## config.mk

```make
export PLATFORM = sky130hd
export DESIGN_NAME = i2s_tx
export DESIGN_NICKNAME = d
export VERILOG_FILES = /design/src/rtl/i2s_tx.sv
export SDC_FILE = /design/constraint.sdc
export NUM_CORES = 1
export LEC_CHECK = 0
export ABC_AREA = 1
export CAP_MARGIN = 20
export CORE_ASPECT_RATIO = 1.75
export CORE_MARGIN = 8
export CORE_UTILIZATION = 62
export CTS_CLUSTER_DIAMETER = 30
export DETAILED_ROUTE_END_ITERATION = 8
export PLACE_DENSITY = 0.93
export SLEW_MARGIN = 20
export SYNTH_ARGS = -nofsm -noshare
export SYNTH_HDL_FRONTEND = slang
export SYNTH_SLANG_ARGS = --single-unit
```

## constraint.sdc

```tcl
create_clock -name clk -period 2.3 [get_ports clk]
set_input_delay 0.46 -clock clk [delete_from_list [all_inputs] [get_ports clk]]
set_output_delay 0.46 -clock clk [all_outputs]
set_load 0.1 [all_outputs]
```

## src/rtl/i2s_tx.sv

```systemverilog
// -----------------------------------------------------------------------------
// i2s_tx
// -----------------------------------------------------------------------------
// Serialises the 16-bit signed synth voice sample into a Philips I2S stream for
// the board audio codec. The block divides clk down to MCLK (clk/4), SCLK and
// LRCLK. LRCLK is the sample-rate clock that steps the synth's phase
// accumulators. The source is mono, so the same word goes out in the left and
// right slots. Each frame is 64 SCLK periods, which is 128*SCLK_HALF clk cycles.
//
// Parameters
//   SCLK_HALF    clk cycles per SCLK half-period (>= 1)
//
// Ports
//   clk          in   1   system clock; all logic on posedge clk
//   Reset_n      in   1   synchronous, active-low reset
//   sample_in    in   16  signed PCM sample; sampled only at the capture point
//   atten        in   3   arithmetic right-shift attenuation, 0 = full scale
//   mute         in   1   1 = capture zero instead of sample_in
//   I2S_MCLK     out  1   codec master clock, clk/4, 50% duty
//   I2S_SCLK     out  1   bit clock
//   I2S_LRCLK    out  1   word select: 0 = left slot, 1 = right slot
//   I2S_DOUT     out  1   serial data; changes on the SCLK falling edge
//   frame_start  out  1   one-clk pulse when LRCLK goes 1->0 (new frame)
//
// Every output is a flop, so there is no combinational path from any input to
// any output. The transmitter free-runs and has no handshake.
// -----------------------------------------------------------------------------
module i2s_tx #(
    parameter int SCLK_HALF = 8
) (
    input  logic        clk,
    input  logic        Reset_n,
    input  logic [15:0] sample_in,
    input  logic [2:0]  atten,
    input  logic        mute,
    output logic        I2S_MCLK,
    output logic        I2S_SCLK,
    output logic        I2S_LRCLK,
    output logic        I2S_DOUT,
    output logic        frame_start
);

    // A 1-bit divider is enough when SCLK_HALF is 1. It then sits at 0 and
    // wraps on every clk.
    localparam int               DIV_W    = (SCLK_HALF > 1) ? $clog2(SCLK_HALF) : 1;
    localparam logic [DIV_W-1:0] DIV_LAST = DIV_W'(SCLK_HALF - 1);

    // Bit positions inside a frame.
    localparam logic [5:0] POS_FRAME = 6'd0;   // left slot begins, word loaded
    localparam logic [5:0] POS_RIGHT = 6'd32;  // right slot begins, sample captured

    // State
    logic [DIV_W-1:0]   div_cnt;
    logic [1:0]         mclk_cnt;
    logic [5:0]         bit_cnt;
    logic signed [15:0] sample_q;   // captured and attenuated sample
    logic [15:0]        out_word;   // word being shifted out in this frame

    // Next-state values
    logic [DIV_W-1:0]   div_cnt_nxt;
    logic [1:0]         mclk_cnt_nxt;
    logic [5:0]         bit_cnt_nxt;
    logic signed [15:0] sample_q_nxt;
    logic [15:0]        out_word_nxt;
    logic               sclk_nxt;
    logic               lrclk_nxt;
    logic               dout_nxt;
    logic               frame_start_nxt;

    // Decode
    logic               div_wrap;
    logic               fall_evt;
    logic [5:0]         bit_cnt_inc;
    logic [4:0]         slot_pos;
    logic [3:0]         word_idx;
    logic               slot_bit;

    // -------------------------------------------------------------------------
    // Next-state logic
    // -------------------------------------------------------------------------
    always_comb begin
        // NOTE: every signal assigned in this block gets a default value first.
        // Any path that leaves a signal unassigned would infer a latch.
        div_cnt_nxt     = div_cnt;
        mclk_cnt_nxt    = mclk_cnt + 2'd1;
        bit_cnt_nxt     = bit_cnt;
        sample_q_nxt    = sample_q;
        out_word_nxt    = out_word;
        sclk_nxt        = I2S_SCLK;
        lrclk_nxt       = I2S_LRCLK;
        dout_nxt        = I2S_DOUT;
        frame_start_nxt = 1'b0;

        // SCLK divider. SCLK toggles on each wrap. A wrap while SCLK is high
        // is the falling edge, and every bit-level action happens on it.
        div_wrap = (div_cnt == DIV_LAST);
        fall_evt = div_wrap && I2S_SCLK;

        if (div_wrap) begin
            div_cnt_nxt = '0;
            sclk_nxt    = ~I2S_SCLK;
        end else begin
            div_cnt_nxt = div_cnt + DIV_W'(1);
        end

        // Data bit for the position that is about to start. Slot position 0
        // is the I2S one-bit delay, positions 1..16 carry the word MSB first,
        // and positions 17..31 are zero padding. word_idx only matters inside
        // 1..16; outside that range it wraps and is ignored.
        bit_cnt_inc = bit_cnt + 6'd1;
        slot_pos    = bit_cnt_inc[4:0];
        word_idx    = 4'(5'd16 - slot_pos);
        slot_bit    = (slot_pos != 5'd0 && slot_pos <= 5'd16) ? out_word[word_idx] : 1'b0;

        if (fall_evt) begin
            bit_cnt_nxt = bit_cnt_inc;
            lrclk_nxt   = bit_cnt_inc[5];
            dout_nxt    = slot_bit;

            // Capture at the start of the right slot. This is half a frame
            // after the synth updates on the LRCLK falling edge, so its output
            // has settled by now.
            if (bit_cnt_inc == POS_RIGHT) begin
                sample_q_nxt = mute ? 16'sd0 : ($signed(sample_in) >>> atten);
            end

            // The new word takes effect at the frame boundary. Both slots of
            // the frame then carry the same word.
            if (bit_cnt_inc == POS_FRAME) begin
                out_word_nxt    = sample_q;
                frame_start_nxt = 1'b1;
            end
        end
    end

    // -------------------------------------------------------------------------
    // State registers
    // -------------------------------------------------------------------------
    always_ff @(posedge clk) begin
        // NOTE: sequential state uses non-blocking assignments. Every flop then
        // samples values from before the edge, whatever the statement order.
        if (!Reset_n) begin
            div_cnt     <= '0;
            mclk_cnt    <= '0;
            bit_cnt     <= '0;
            sample_q    <= '0;
            out_word    <= '0;
            I2S_MCLK    <= 1'b0;
            I2S_SCLK    <= 1'b0;
            I2S_LRCLK   <= 1'b0;
            I2S_DOUT    <= 1'b0;
            frame_start <= 1'b0;
        end else begin
            div_cnt     <= div_cnt_nxt;
            mclk_cnt    <= mclk_cnt_nxt;
            bit_cnt     <= bit_cnt_nxt;
            sample_q    <= sample_q_nxt;
            out_word    <= out_word_nxt;
            I2S_MCLK    <= mclk_cnt_nxt[1];
            I2S_SCLK    <= sclk_nxt;
            I2S_LRCLK   <= lrclk_nxt;
            I2S_DOUT    <= dout_nxt;
            frame_start <= frame_start_nxt;
        end
    end

endmodule

```

Floorplan with the power grid:
Scale bar: 20 um. Pins as bars on the die edge.
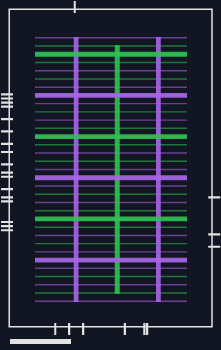
purple -> VSS
green -> VDD
met4 straps = 3
rows = 32
met1 rails = 33
signal pins = 27
met5 straps = 6

Cells coloured by class:
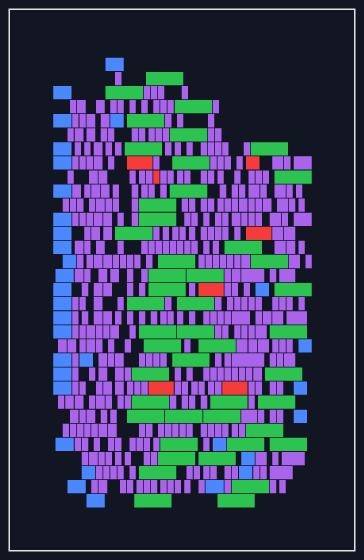
green -> sequential cells  # cells 46, share of their area 31%
purple -> remaining logic cells  # cells 408, share of their area 57%
blue -> remaining buffers and delay cells  # cells 32, share of their area 9.7%
red -> clock drivers and dummy loads  # cells 7, share of their area 2.7%
post-route cell area: 3077 um^2
Core Area: 4364 um^2
Seq/total area: 0.2993

==> Changelog: implementation <==
### Physical design

* Worst Setup Start Kind: flip-flop
* Overall Power at about 1.6 mW
* Synth cell count leaders: nand2_1, nor2_1, nand3_1, dfxtp_1, inv_1
* Fin util at 0.7050
* FMAX at approximately 510 MHz
* DR WL/cell at between 10 and 15 um
* Die width at 66.50 um
* Worst hold path type: flip-flop to flip-flop
* DR pass1 iterations at 4
* Crit path kind: flip-flop to flip-flop
* Count of tool warnings at 26
* Post-synthesis sequential area ratio at 0.3329
* Yosys reg bits at 46
* Cell area leaders: dfxtp_1, nand2_1, nor2_1, nand3_1, inv_1
* Final period util at 0.8526
* Placement row count at 32
* Critical path required time at 2.50 ns
* # Cells Yosys at between 400 and 500
* Largest net degree at the start of global routing at 34
* Final Setup Violations at 0
* RSZ-0062 raised after global routing: false
* Complex Gates by Area at 0.03211
* Root Driver: clkbuf_8
* Area Overhead vs Synth at 11.22%
* Xor/xnor share at 0.003166
* Vias in the first global route at 2755
* Distinct cells, synth at 26
* Status: finished clean
* Leak at between 1.5 and 2 nW
* CP endpoint: sample_q[13]
* RD Place Congestion at roughly 0.84
* Hold Fails Final Rpt at 0
* Mapped Nets at about 500
* Simple share at 0.5075
* Setup crit end kind: flip-flop
* Post-route ant nets at 0
* CTS tree: yes
Routed clock nets over the placement:
Scale bar: 20 um.
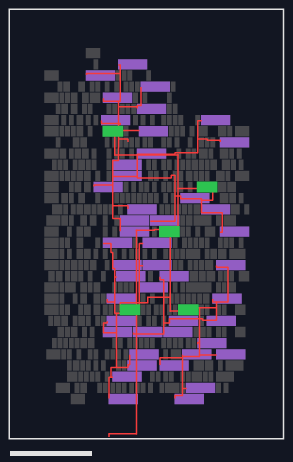
red -> clock wires  # length 526 um
green -> clock-net drivers  # count 5
purple -> flip-flops  # count 46
routed clock nets = 6
Clk pwr share: 0.302
clk ins delay skew pair: 0.30 ns
clk pwr: 472 uW
Setup Skew: 0.005654 ns

[flip-flops by register name, indices dropped and copies added, names as in the netlist]
register     cells
frame_start      1
sample_q        16
mclk_cnt         1
I2S_DOUT         1
I2S_LRCLK        1
I2S_MCLK         1
I2S_SCLK         1
div_cnt          3
bit_cnt          5
out_word        16
[worst min path at each step]
stage	startpoint	endpoint	cells past startpoint
finish	div_cnt[0]	div_cnt[0]	1
global placement	div_cnt[0]	div_cnt[0]	1
CTS	div_cnt[0]	div_cnt[0]	1
global route	div_cnt[0]	div_cnt[0]	1
floorplan	div_cnt[0]	div_cnt[0]	1
detailed placement	div_cnt[0]	div_cnt[0]	1
[through the flow]
stage	setup WS (ns)	hold slack (ns)	instance area (um^2)	instances
after floorplan	0.3880	0.3969	2766	474
after global placement	0.3822	0.4084	2997	537
after detailed placement	0.3403	0.4126	2997	537
after CTS	0.3498	0.4242	3077	544
after global routing	0.1692	0.4467	3077	544
final	0.3390	0.4222	3077	544
[report_power, final]
group | switching (mW) | internal (mW)
combinational | 0.173 | 0.109
sequential | 0.00505 | 0.805
clock | 0.264 | 0.209
total | 0.442 | 1.12
[cells in the final DEF (no fill, tap or decap)]
master,n
a21oi_1,10
buf_4,11
clkbuf_1,1
clkbuf_8,5
clkdlybuf4s50_1,21
clkinv_1,1
clkinvlp_4,1
dfxtp_1,46
ha_1,3
inv_1,45
inv_2,2
nand2_1,196
nand2_2,6
nand3_1,48
nand3_2,3
nand3_4,1
nand4_1,2
nor2_1,80
nor2_2,2
nor2_4,1
o21ai_0,1
o21ai_2,1
o22ai_1,4
or2_2,1
xnor2_1,1
[worst max-delay path, stage by stage, from the launching register on]
cell	delay (ns)
dfxtp_1	0.47
ha_1	0.24
nand2_2	0.10
o21ai_2	0.15
nand2_2	0.10
inv_1	0.10
nand2_1	0.10
nor2_2	0.38
nand2_1	0.10
nand2_1	0.08
nor2_1	0.04
[final cells by class]
cell class                 instances  area (um^2)
fill                             367         1287
tap                               51        63.81
multi-input combinational        360         1539
sequential                        46        920.9
timing repair buffer              32        292.8
clock buffer                       6        72.57
inverter                          48        180.2
clock inverter                     1        7.507
[per-layer routing]
layer | track usage | vias to the layer above | routed length (um)
met2 | 0.3185 | 76 | 3112
met4 | 0.1521 | 0 | 329
met5 | 0 | - | 0
met3 | 0.03344 | 34 | 203
met1 | 0.1718 | 1209 | 2223
li1 | - | 1485 | -
[cells by family (layout without fill, tap and decap cells)]
| logic type | count (synthesis) | count (layout) |
|---|---|---|
| fa+ha+maj | 3 | 3 |
| compound gates | 16 | 16 |
| xor+xnor | 1 | 1 |
| flops | 46 | 46 |
| simple gates | 340 | 340 |
| buf+inv | 68 | 87 |
Power and IR drop assume default switching activity.
